**src/rtl/lif_neuron_if.sv**
```systemverilog
// Bus bundle for one lif_neuron: timestep/spike inputs, weight write port and neuron outputs.
// The layer controller uses the master modport; the neuron uses the slave modport.
interface lif_neuron_if #(
  parameter int NUM_INPUTS  = 4,
  parameter int WEIGHT_SIZE = 8,
  parameter int POT_SIZE    = 16
);
  localparam int AW = (NUM_INPUTS > 1) ? $clog2(NUM_INPUTS) : 1;

  logic                          step;
  logic [NUM_INPUTS-1:0]         spike_in;
  logic                          wr_en;
  logic [AW-1:0]                 wr_addr;
  logic signed [WEIGHT_SIZE-1:0] wr_data;
  logic                          spike_out;
  logic signed [POT_SIZE-1:0]    potential;
  logic                          refrac_active;

  modport master (
    output step, spike_in, wr_en, wr_addr, wr_data,
    input  spike_out, potential, refrac_active
  );

  modport slave (
    input  step, spike_in, wr_en, wr_addr, wr_data,
    output spike_out, potential, refrac_active
  );
endinterface

```
**src/rtl/lif_neuron.sv**
```systemverilog
// Clocked integrate-and-fire neuron with saturating potential, refractory hold-off and writable weights.
// Optional leak toward zero is enabled by defining LIF_NEURON_LEAK_EN.
module lif_neuron #(
  parameter int NUM_INPUTS  = 4,
  parameter int WEIGHT_SIZE = 8,
  parameter int POT_SIZE    = 16,
  parameter int THRESH      = 10,
  parameter int RESET       = 0,
  parameter int REFRAC      = 2,
  parameter int LEAK        = 1
) (
  input logic         i_clk,
  input logic         i_rst,
  lif_neuron_if.slave io_bus
);
  // state | meaning
  // ST_NORMAL     | steps integrate weighted spikes and may fire
  // ST_REFRACTORY | steps only count down the hold-off, potential frozen
  typedef enum logic {ST_NORMAL, ST_REFRACTORY} state_t;

  localparam int AW  = (NUM_INPUTS > 1) ? $clog2(NUM_INPUTS) : 1;
  localparam int CLG = (NUM_INPUTS > 1) ? $clog2(NUM_INPUTS) : 0;
  localparam int CW  = (REFRAC > 0) ? $clog2(REFRAC + 1) : 1;
  // Internal width holds the full weighted sum even if POT_SIZE is narrower than the sum range.
  localparam int EW  = ((POT_SIZE > WEIGHT_SIZE + CLG) ? POT_SIZE : WEIGHT_SIZE + CLG) + 2;

  localparam logic signed [POT_SIZE-1:0] P_MAX_N = {1'b0, {(POT_SIZE-1){1'b1}}};
  localparam logic signed [POT_SIZE-1:0] P_MIN_N = {1'b1, {(POT_SIZE-1){1'b0}}};
  localparam logic signed [EW-1:0]       P_MAX   = EW'(P_MAX_N);
  localparam logic signed [EW-1:0]       P_MIN   = EW'(P_MIN_N);
  localparam logic signed [EW-1:0]       THR     = EW'(THRESH);
  localparam logic signed [POT_SIZE-1:0] RST_V   = POT_SIZE'(RESET);
  localparam logic [AW:0]                NI      = (AW+1)'(NUM_INPUTS);

  state_t                        r_state, w_state_nxt;
  logic signed [WEIGHT_SIZE-1:0] r_weight [NUM_INPUTS];
  logic signed [POT_SIZE-1:0]    r_pot, w_pot_nxt;
  logic [CW-1:0]                 r_cnt, w_cnt_nxt;
  logic                          r_spike, w_spike_nxt;
  logic signed [EW-1:0]          w_sum, w_pot_ext, w_base, w_raw, w_sat;
  logic                          w_fire;

  always_comb begin
    w_sum = '0;
    for (int i = 0; i < NUM_INPUTS; i++) begin
      if (io_bus.spike_in[i]) w_sum = w_sum + EW'(r_weight[i]);
    end
  end

  assign w_pot_ext = EW'(r_pot);

`ifdef LIF_NEURON_LEAK_EN
  localparam logic signed [EW-1:0] LEAK_V = EW'(LEAK);

  // Leak pulls toward zero but never past it.
  always_comb begin
    if (w_pot_ext > LEAK_V)       w_base = w_pot_ext - LEAK_V;
    else if (w_pot_ext < -LEAK_V) w_base = w_pot_ext + LEAK_V;
    else                          w_base = '0;
  end
`else
  logic [31:0] w_unused_leak;
  assign w_unused_leak = LEAK;
  assign w_base        = w_pot_ext;
`endif

  always_comb begin
    w_raw = w_base + w_sum;
    if (w_raw > P_MAX)      w_sat = P_MAX;
    else if (w_raw < P_MIN) w_sat = P_MIN;
    else                    w_sat = w_raw;
    w_fire = (w_sat >= THR);
  end

  always_comb begin
    w_state_nxt = r_state;
    w_pot_nxt   = r_pot;
    w_cnt_nxt   = r_cnt;
    w_spike_nxt = 1'b0;
    case (r_state)
      ST_NORMAL: begin
        if (io_bus.step) begin
          if (w_fire) begin
            w_pot_nxt   = RST_V;
            w_spike_nxt = 1'b1;
            if (REFRAC > 0) begin
              w_state_nxt = ST_REFRACTORY;
              w_cnt_nxt   = CW'(REFRAC);
            end
          end else begin
            w_pot_nxt = w_sat[POT_SIZE-1:0];
          end
        end
      end
      ST_REFRACTORY: begin
        if (io_bus.step) begin
          if (r_cnt <= CW'(1)) begin
            w_cnt_nxt   = '0;
            w_state_nxt = ST_NORMAL;
          end else begin
            w_cnt_nxt = r_cnt - CW'(1);
          end
        end
      end
      default: w_state_nxt = ST_NORMAL;
    endcase
  end

  always_ff @(posedge i_clk) begin
    if (!i_rst) begin
      r_state <= ST_NORMAL;
      r_pot   <= '0;
      r_cnt   <= '0;
      r_spike <= 1'b0;
    end else begin
      r_state <= w_state_nxt;
      r_pot   <= w_pot_nxt;
      r_cnt   <= w_cnt_nxt;
      r_spike <= w_spike_nxt;
    end
  end

  // Weights update after the integration of the same edge, so a coincident step sees the old value.
  always_ff @(posedge i_clk) begin
    if (!i_rst) begin
      for (int i = 0; i < NUM_INPUTS; i++) r_weight[i] <= WEIGHT_SIZE'(1);
    end else if (io_bus.wr_en && ({1'b0, io_bus.wr_addr} < NI)) begin
      r_weight[io_bus.wr_addr] <= io_bus.wr_data;
    end
  end

  assign io_bus.spike_out     = r_spike;
  assign io_bus.potential     = r_pot;
  assign io_bus.refrac_active = (r_state == ST_REFRACTORY);
endmodule

```
**src/flat_wrapper.sv**
```systemverilog
// flat-port wrapper written by rule: the top's interface ports become plain ports
module lif_neuron_flat 
#(
  parameter int NUM_INPUTS  = 4,
  parameter int WEIGHT_SIZE = 8,
  parameter int POT_SIZE    = 16,
  parameter int THRESH      = 10,
  parameter int RESET       = 0,
  parameter int REFRAC      = 2,
  parameter int LEAK        = 1
)
  (i_clk, i_rst, io_bus_step, io_bus_spike_in, io_bus_wr_en, io_bus_wr_addr, io_bus_wr_data, io_bus_spike_out, io_bus_potential, io_bus_refrac_active);
  lif_neuron_if #(.NUM_INPUTS(NUM_INPUTS), .WEIGHT_SIZE(WEIGHT_SIZE), .POT_SIZE(POT_SIZE)) io_bus_i ();
  input logic i_clk;
  input logic i_rst;
  input wire logic [$bits(io_bus_i.step)-1:0] io_bus_step;
  input wire logic [$bits(io_bus_i.spike_in)-1:0] io_bus_spike_in;
  input wire logic [$bits(io_bus_i.wr_en)-1:0] io_bus_wr_en;
  input wire logic [$bits(io_bus_i.wr_addr)-1:0] io_bus_wr_addr;
  input wire logic [$bits(io_bus_i.wr_data)-1:0] io_bus_wr_data;
  output wire logic [$bits(io_bus_i.spike_out)-1:0] io_bus_spike_out;
  output wire logic [$bits(io_bus_i.potential)-1:0] io_bus_potential;
  output wire logic [$bits(io_bus_i.refrac_active)-1:0] io_bus_refrac_active;
  assign io_bus_i.step = io_bus_step;
  assign io_bus_i.spike_in = io_bus_spike_in;
  assign io_bus_i.wr_en = io_bus_wr_en;
  assign io_bus_i.wr_addr = io_bus_wr_addr;
  assign io_bus_i.wr_data = io_bus_wr_data;
  assign io_bus_spike_out = io_bus_i.spike_out;
  assign io_bus_potential = io_bus_i.potential;
  assign io_bus_refrac_active = io_bus_i.refrac_active;
  lif_neuron #(.NUM_INPUTS(NUM_INPUTS), .WEIGHT_SIZE(WEIGHT_SIZE), .POT_SIZE(POT_SIZE), .THRESH(THRESH), .RESET(RESET), .REFRAC(REFRAC), .LEAK(LEAK)) u_core (.i_clk(i_clk), .i_rst(i_rst), .io_bus(io_bus_i));
endmodule
```
**config.mk**
```make
export PLATFORM = sky130hd
export DESIGN_NAME = lif_neuron_flat
export DESIGN_NICKNAME = d
export VERILOG_FILES = /design/src/rtl/lif_neuron_if.sv /design/src/rtl/lif_neuron.sv /design/src/flat_wrapper.sv
export SDC_FILE = /design/constraint.sdc
export NUM_CORES = 1
export LEC_CHECK = 0
export CAP_MARGIN = 20
export CORE_UTILIZATION = 50
export DETAILED_ROUTE_END_ITERATION = 8
export PLACE_DENSITY = 0.73
export SYNTH_ARGS = -nofsm -noshare
export SYNTH_HDL_FRONTEND = slang
export SYNTH_SLANG_ARGS = --single-unit
```
**constraint.sdc**
```tcl
create_clock -name i_clk -period 16.6 [get_ports i_clk]
set_clock_uncertainty 0.15 [all_clocks]
set_input_delay 3.32 -clock i_clk [delete_from_list [all_inputs] [get_ports i_clk]]
set_output_delay 3.32 -clock i_clk [all_outputs]
set_load 0.01 [all_outputs]
```
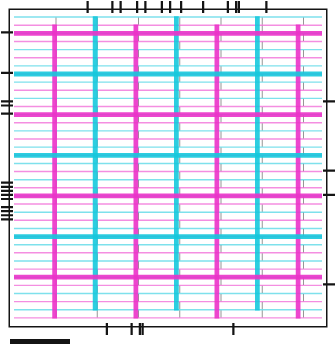
Fig. 1. PDN straps and rails.
Bar = 20 um. Pins as bars on the die edge. Tap cells in grey.
- magenta: VSS
- cyan: VDD
- met1 rails: 38
- met4 straps: 7
- signal pins: 36
- rows: 37
- tap cells: 136
Core Box Area: 10,400 um2
die span in x: 106 um
die height: 106 um
Peak VDD IR: 71.1 uV

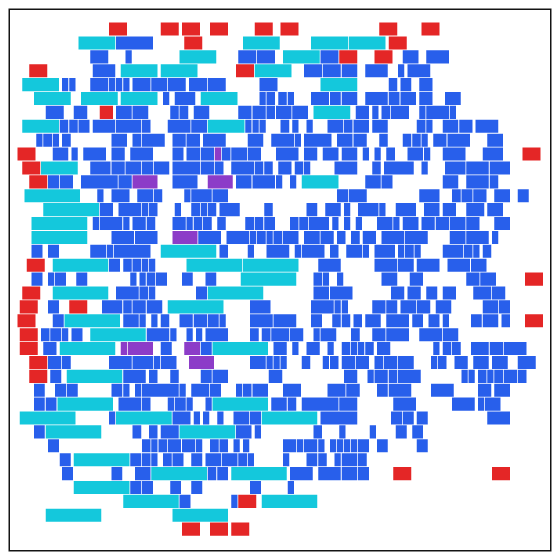
Fig. 2. Placement by cell class.
- purple: clock drivers and dummy loads (cells 8)
- blue: combinational and other logic (cells 544)
- red: remaining buffers and delay cells (cells 36)
- cyan: sequential cells (cells 52)
final std cell area, no fill: 5910 um2
final core utilization: 57.0%
Site Rows: 37
sequential share of cell area: 23.0%

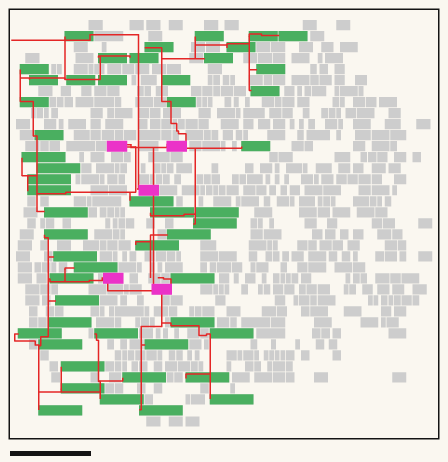
Fig. 3. Routed clock nets over the placement.
Bar = 20 um.
- magenta: clock drivers (count 5)
- red: clock wires (length 645 um)
- green: flip-flops (count 52)
- routed clock nets: 6
clock share of power: 9.5%
clock network power: 72.1 uW
source-to-sink clock delay at the later pin of the worst-skew pair: 300 ps

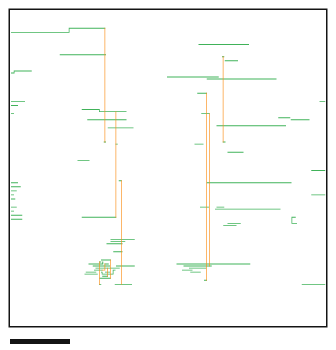
Fig. 4. Wiring by layer.
Bar = 20 um. Only two layers are drawn.
- orange: metal 4 (wire length 270 um)
- green: metal 3 (wire length 450 um)
via total after detailed routing: 4,633
Avg WL per Cell: 15.7 um
wire length after detailed routing: 12,200 um

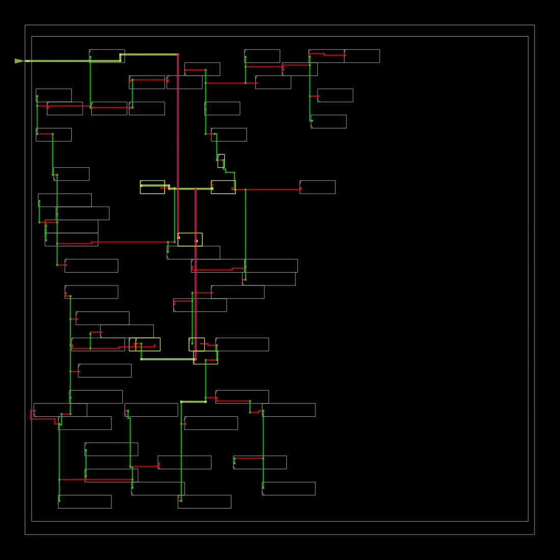
Fig. 5. The clock network.
total CTS buffers: 5
total of clock buffers placed in the layout: 7
number of flip-flops and latches: 52
sink count of the clock tree: 52

==> job_summary.md <==
## Implementation flow summary

| Metric | Value |
|---|---|
| Run status | complete, no violations |
| Yosys warns | 0 |
| Critical Path End | u_core.io_bus.potential[7] |
| TritonCTS clock tree | yes |
| Comb power frac | 66.9% |
| Seq share, synth | 25.3% |
| CP max stage cell | clkdlybuf4s50_1 |
| Cell Type Count | 71 |
| DR DRC count | 0 |
| Floorplan Nets | 695 |
| Startpoint Class | input pin |
| Final TNS setup | 0 ps |
| YS chip area | 5380 um2 |
| Drt first-iter violations | 164 |
| R2R Setup Slk | 5370 ps |
| RR Startpoint | u_core.r_weight[0][0] |
| CTS Buffer Depth | 2 |
| # diodes | 0 |
| Tool warnings | 29 |
| Worst EP arrival | 14,870 ps |
| Count of fill cells added during filler insertion | 951 |
| Cell internal pwr | 408 uW |
| Maximum fanout count along the critical path | 20 |
| Via density per instance | 5.97 |
| Number of max-capacitance violations reported | 0 |
| Proportion of power drawn by flip-flops and latches | 23.6% |
| Multi-input gate area | 3790 um2 |
| Post-route fraction of the period consumed by the critical path | 89.0% |
| Slowest Stage Delay on Critical Path | 750 ps |
| Slew Limit Headroom | 38.4% |
| Most frequent cells after synthesis | ha_1, nor2_1, a21oi_1 |
| Leakage Power | 0.00256 uW |
| Most prevalent standard cell on the critical path | ha_1 |
| Top-Level Pins | 36 |
| Worst min-delay path category | reg -> reg |
| Reg2reg end | u_core.io_bus.potential[7] |
| Clk root buf | clkbuf_8 |
| Area of placed instances | 5810 um2 |
| H-Tree Level Count | 2 |
| Switching fraction of total power | 46.1% |
| Setup Viol. Count Final | 0 |
| Top cell area share | 17.9% |
| Most common flop cell mapped by yosys | edfxtp_1 |
| Sequential cell area | 1360 um2 |
| Synth Instances | 612 |
| Met3 demand-to-capacity share in global routing | 1.73% |
| Unrepaired setup endpoints after global routing | no |
| Fraction of layout cells with a size suffix above 1 | 5.78% |
| First-pass GRT wire length | 20,700 um |
| Global-route usage over all layers | 22.5% |
| Combined area of all synthesized cells | 5380 um2 |
| Post-cts sizing count | 0 |
| Mean instance size in the synthesized netlist | 8.79 um2 |
| Via count of the first global-routing pass | 4,587 |
| Layout net count | 722 |
| Final max-slew violation count | 0 |
| Post-route ant nets | 0 |
| Maximum operating frequency | 0.0677 GHz |
| Switching power | 349 uW |
| Cell type contributing the most total cell area after synthesis | edfxtp_1 |
| Met2 Use GR | 39.7% |
| Worst Reg-to-Reg Cells | 38 |
| Half-perimeter wire length after detailed placement | 9780 um |
| Post-CTS clock slew at the launch and capture registers of the worst setup and hold paths | 90 ps |
| Total global routing overflow | 0 |
| Yosys Instances | 612 |
| Buffers on Ports | 35 |
| Final critical-path required period | 14,770 ps |
| Number of flip-flops and latches in the synthesized netlist | 52 |
| WP data required | 16,700 ps |
| Die area | 11,200 um2 |
| Hold buffer count at CTS | 0 |
| Layout Area Growth over Synthesis | 9.79% |
| Startpoint-to-endpoint class of the critical path | in -> reg |
| Worst setup path start | io_bus_spike_in[0] |
| Pwr dens | 128 nW/um2 |
| CP endpoint kind | register |
| Most utilized layer in the global route result | met2 |
-- kinds of logic after synthesis --
| family | synth area share [%] |
|---|---|
| buffers and inverters | 4.19 |
| AND/OR/NAND/NOR | 17.4 |
| flip-flops | 25.3 |
| multiplexers | 4.23 |
| adder cells (fa/ha/maj) | 16.3 |
| AND-OR/OR-AND | 24.9 |
| XOR/XNOR | 7.65 |
-- layout make-up --
type	count	share of cell area (%)
timing repair buffer	36	6.06
clock buffer	7	1.29
sequential	52	23.0
inverter	37	2.35
clock inverter	1	0.148
tap	136	2.88
multi-input combinational	507	64.2
-- per-stage QoR --
step / setup slack (ps) / power (uW) / util, % / hold WS, ps / cells
floorplan: 3500 / 577 / - / 326 / 612
detailed placement: 1660 / 676 / 56.1 / 340 / 767
CTS: 1950 / 753 / 56.9 / 364 / 775
global placement: 1970 / 664 / 56.1 / 332 / 767
global route: 1250 / 823 / 57.0 / 403 / 776
finish: 1830 / 756 / 57.0 / 356 / 776
-- placed cells by master (no fill, tap or decap), types with 4 or more instances in the layout --
master,n
clkbuf_8,5
nor3_1,11
a31oi_1,11
o21a_1,9
o31ai_1,4
mux2i_1,7
and3_1,11
o21ai_0,24
xor2_1,20
dfxtp_1,20
nand2b_1,11
nor2b_1,5
nor2_1,47
a211oi_1,5
xnor2_1,27
o21ai_1,5
nand4_1,4
inv_1,37
a32o_1,14
ha_1,59
clkdlybuf4s50_1,35
fa_1,6
edfxtp_1,32
nand2_1,36
a21oi_1,43
nand3_1,13
and2_1,25
mux2_2,14
a21o_1,27
o211ai_1,5
-- how the worst min path moves through the flow --
stage	from	endpoint	slack, ps	cells after the start
3_3_place_gp	u_core.io_bus.potential[0]	u_core.io_bus.potential[0]	330	1
5_1_grt	u_core.io_bus.potential[0]	u_core.io_bus.potential[0]	400	1
6_report	u_core.io_bus.potential[0]	u_core.io_bus.potential[0]	360	1
2_1_floorplan	u_core.r_cnt[1]	u_core.r_cnt[1]	330	2
4_1_cts	u_core.io_bus.potential[0]	u_core.io_bus.potential[0]	360	1
3_5_place_dp	u_core.io_bus.potential[0]	u_core.io_bus.potential[0]	340	1
-- registers in the layout, indices dropped and copies added, names as in the netlist --
register                     count
u_core.io_bus.potential         16
u_core.io_bus.refrac_active      1
u_core.io_bus.spike_out          1
u_core.r_cnt                     2
u_core.r_weight                 32
-- power by group through the flow --
stage,registers [uW],logic (uW),clock network [uW]
floorplan,181,396,0
global placement,181,483,0
detailed placement,182,495,0
CTS,179,499,74.7
global route,181,563,78.9
finish,178,506,72.1
-- metal layers --
layer	vias up	share of wire, %
met2	117	48
met4	0	2.2
li1	2333	-
met1	2162	46
met3	21	3.7
met5	-	0
-- worst max-delay path, delay by kind of cell --
kind	cells	cell delay [ps]
AOI/OAI and AO/OA	18	4760
adders and majority gates	9	3210
and+or+nand+nor	7	1940
buffers and inverters	1	750
xor gates and xnor gates	3	660
muxes	1	230
No activity file was given, so power comes from the tool's default toggle rates.
